### Cell classes on the final placement

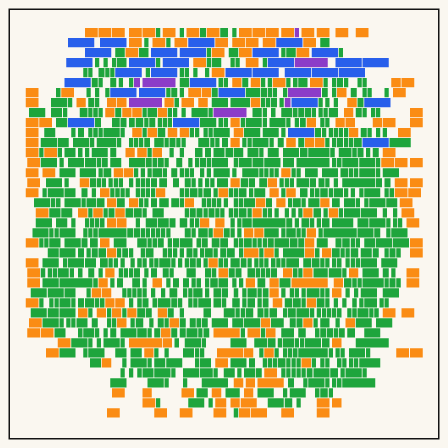
### Cell placement

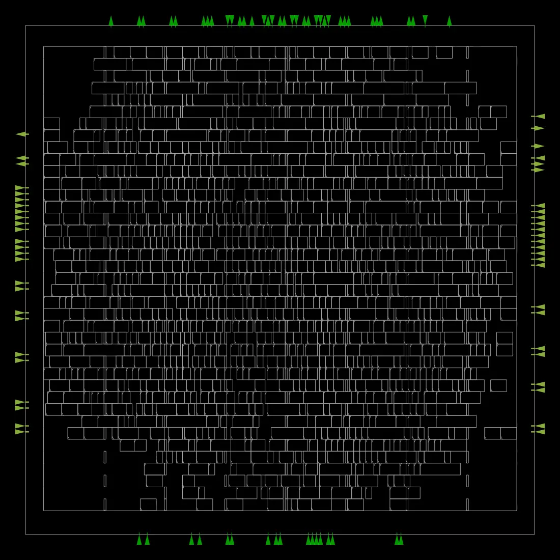
### M2 wires

The bar under the picture is 20 um long.
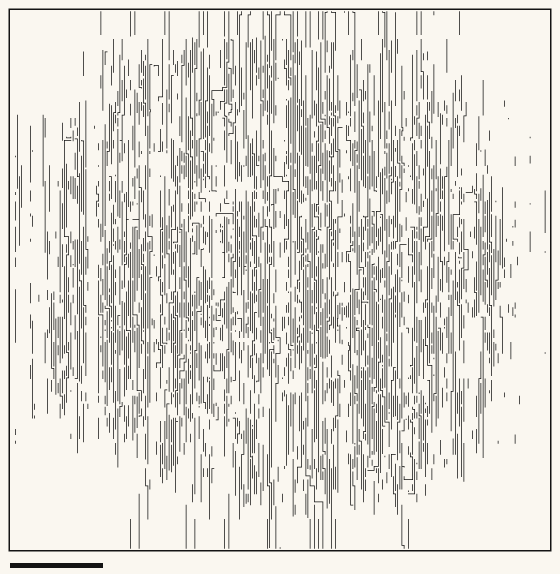
[src/rtl/alu.sv]
// rtl/alu.sv - registered rv32i execute-stage ALU with zero flag; optional ALU_EXT_FLAGS_EN adds neg/carry/ovf outputs
module alu #(
    parameter int WIDTH = 32
) (
    input  logic             clk,
    input  logic             reset,
    input  logic             en,
    input  logic [WIDTH-1:0] srcA,
    input  logic [WIDTH-1:0] srcB,
    input  logic [2:0]       ALUControl,
    output logic [WIDTH-1:0] res,
    output logic             flag
`ifdef ALU_EXT_FLAGS_EN
    ,
    output logic             neg,
    output logic             carry,
    output logic             ovf
`endif
);

    localparam logic [2:0] OP_ADD  = 3'b000;
    localparam logic [2:0] OP_SUB  = 3'b001;
    localparam logic [2:0] OP_AND  = 3'b010;
    localparam logic [2:0] OP_OR   = 3'b011;
    localparam logic [2:0] OP_XOR  = 3'b100;
    localparam logic [2:0] OP_SLT  = 3'b101;
    localparam logic [2:0] OP_SLTU = 3'b110;

    localparam int MSB = WIDTH - 1;

    // Shared adder: every op except ADD runs it as A + ~B + 1, so SUB,
    // SLT and SLTU all read their answer off the same subtraction.
    logic             sub_mode;
    logic [WIDTH-1:0] b_operand;
    logic [WIDTH:0]   adder_full;
    logic [WIDTH-1:0] adder_sum;
    logic             adder_cout;
    logic             adder_ovf;
    logic             less_signed;
    logic             less_unsigned;
    logic [WIDTH-1:0] result_next;
    logic             zero_next;

    // Adder and comparison terms derived from the shared subtraction
    always_comb begin
        sub_mode   = (ALUControl != OP_ADD);
        b_operand  = sub_mode ? ~srcB : srcB;
        adder_full = {1'b0, srcA} + {1'b0, b_operand} + {{WIDTH{1'b0}}, sub_mode};
        adder_sum  = adder_full[WIDTH-1:0];
        adder_cout = adder_full[WIDTH];
        // Overflow when both adder inputs share a sign the sum does not.
        adder_ovf  = (srcA[MSB] == b_operand[MSB]) && (adder_sum[MSB] != srcA[MSB]);
        // Sign of the difference corrected by overflow gives signed less-than
        // even when A-B wraps (e.g. 0x80000000 - 1).
        less_signed   = adder_sum[MSB] ^ adder_ovf;
        // No carry out of A + ~B + 1 means a borrow, i.e. A < B unsigned.
        less_unsigned = ~adder_cout;
    end

    // Result select; the reserved code yields zero so the flag reads 1
    always_comb begin
        result_next = '0;
        case (ALUControl)
            OP_ADD:  result_next = adder_sum;
            OP_SUB:  result_next = adder_sum;
            OP_AND:  result_next = srcA & srcB;
            OP_OR:   result_next = srcA | srcB;
            OP_XOR:  result_next = srcA ^ srcB;
            OP_SLT:  result_next = {{(WIDTH-1){1'b0}}, less_signed};
            OP_SLTU: result_next = {{(WIDTH-1){1'b0}}, less_unsigned};
            default: result_next = '0;
        endcase
        // Zero flag comes from the very value being captured this edge.
        zero_next = (result_next == '0);
    end

    // Result and zero flag register: reset wins over enable, en=0 holds
    always_ff @(posedge clk) begin
        if (reset) begin
            res  <= '0;
            flag <= 1'b0;
        end else if (en) begin
            res  <= result_next;
            flag <= zero_next;
        end
    end

`ifdef ALU_EXT_FLAGS_EN
    logic is_arith;
    logic carry_next;
    logic ovf_next;

    // Carry and overflow only mean something for ADD and SUB
    always_comb begin
        is_arith   = (ALUControl == OP_ADD) || (ALUControl == OP_SUB);
        carry_next = is_arith ? adder_cout : 1'b0;
        ovf_next   = is_arith ? adder_ovf  : 1'b0;
    end

    // Extended flag register, same reset/enable behaviour as the result
    always_ff @(posedge clk) begin
        if (reset) begin
            neg   <= 1'b0;
            carry <= 1'b0;
            ovf   <= 1'b0;
        end else if (en) begin
            neg   <= result_next[MSB];
            carry <= carry_next;
            ovf   <= ovf_next;
        end
    end
`endif

endmodule

[config.mk]
export PLATFORM = sky130hd
export DESIGN_NAME = alu
export DESIGN_NICKNAME = d
export VERILOG_FILES = /design/src/rtl/alu.sv
export SDC_FILE = /design/constraint.sdc
export NUM_CORES = 1
export LEC_CHECK = 0
export ABC_AREA = 1
export CORE_MARGIN = 4
export CORE_UTILIZATION = 50
export DETAILED_ROUTE_END_ITERATION = 8
export GPL_ROUTABILITY_DRIVEN = 0
export PLACE_DENSITY = 0.84
export SLEW_MARGIN = 0
export SYNTH_ARGS = -nofsm -noshare
export SYNTH_HDL_FRONTEND = slang
export SYNTH_SLANG_ARGS = --single-unit
[constraint.sdc]
create_clock -name clk -period 3.6 [get_ports clk]
set_clock_uncertainty 0.1 [all_clocks]
set_input_delay 0.72 -clock clk [delete_from_list [all_inputs] [get_ports clk]]
set_output_delay 0.72 -clock clk [all_outputs]
set_load 0.01 [all_outputs]
==> flow_summary.toml <==
# generated from flow reports
[cells_and_area]
clkCellAreaFrac = 0.0164
seq_share = 0.0778
syn_to_final_growth_pct = 44.8
antennaDiodeCount = 0
combGateArea_um2 = 4690
ff_latch_area_um2 = 661
buffers_excl_clock = 225
drive_above_1_share = 0.200
layout_top_cell = "nand2_1"
comb_share = 0.552
logic_gates = 726

[placed_design]
place_area_um2 = 7790
numPortBuffers = 102
hpwl_mm = 15.1
placedCellCount = 1327
pre_cts_ws_ps = -466

[detailed_routing]
drc = 0
wirelength_mm = 20.9
vias_per_cell = 5.53
dr.first_iter.drc_count = 738
wl_per_cell_um = 15.5
wl_met1_mm = 7.90
vias = 7463

[clocking]
cts_buffers = 5
cts.clk_slew.worst_paths_ps = 50
cts_max_level = 2

[power]
ir_drop_v = 0.000238
power_w = 0.00219
combPwrFrac = 0.629
p_switching_w = 0.000922
seqPwrFrac = 0.188
power-top-group = "combinational logic"
clkPwrFrac = 0.184
powerSeq_w = 0.000412
clock_power_w = 0.000403

[synthesis]
ys_chip_area_um2 = 5860
xor_share = 0.0463
top_area_frac = 0.205
yosys-stat-cells = 997
synthTopCellsByCount = "nand2_1 (241), inv_1 (210), nor2_1 (127)"
synth_flops = 33
avgSynthCellArea_um2 = 5.88
ys.flop_type = "dfxtp_1"

[floorplanning]
io_pins = 103
die.size.y_um = 116
die_w_um = 116

[grt]
grt_max_degree = 49
use_met1 = 0.328
overflow = 0
gr-usage-met3 = 0.0435

[critical_path]
crit_required_ps = 3710
crit_buf_inv = 4
crit_slowest_cell = "ha_1"
reg2reg_to = "res[31]"
cp_common_cell = "nor2_1"
critical_path_depth = 24

[status]
status = "complete, but fails checks"
failed_checks = "setup timing"

[timing]
fmaxAchievable_ghz = 0.278
setup_viol = 1
finalWorstSetupSlack_ps = -0.645
finalSetupTns_ps = -0.645
finalClockPeriodUsage = 1.00

[worst_hold_path]
min_to = "res[12]"
Notes on 'Cell classes on the final placement' above:
Green marks remaining logic cells, cells 940. Blue marks registers, cells 33. Orange marks remaining buffers and delay cells, cells 225. Purple marks clock drivers and dummy loads, cells 8.

Notes on 'Cell placement' above:
Finished Core Util: 0.741
Fillers: 827
flip-flops: 33
# rows: 39
Finished Layout Cells: 1,349

Notes on 'M2 wires' above:
The layer carries 9,830 um of wire. The layer holds 47% of the routed length. 1,139 nets have wire on it.

Power and IR drop assume default switching activity.
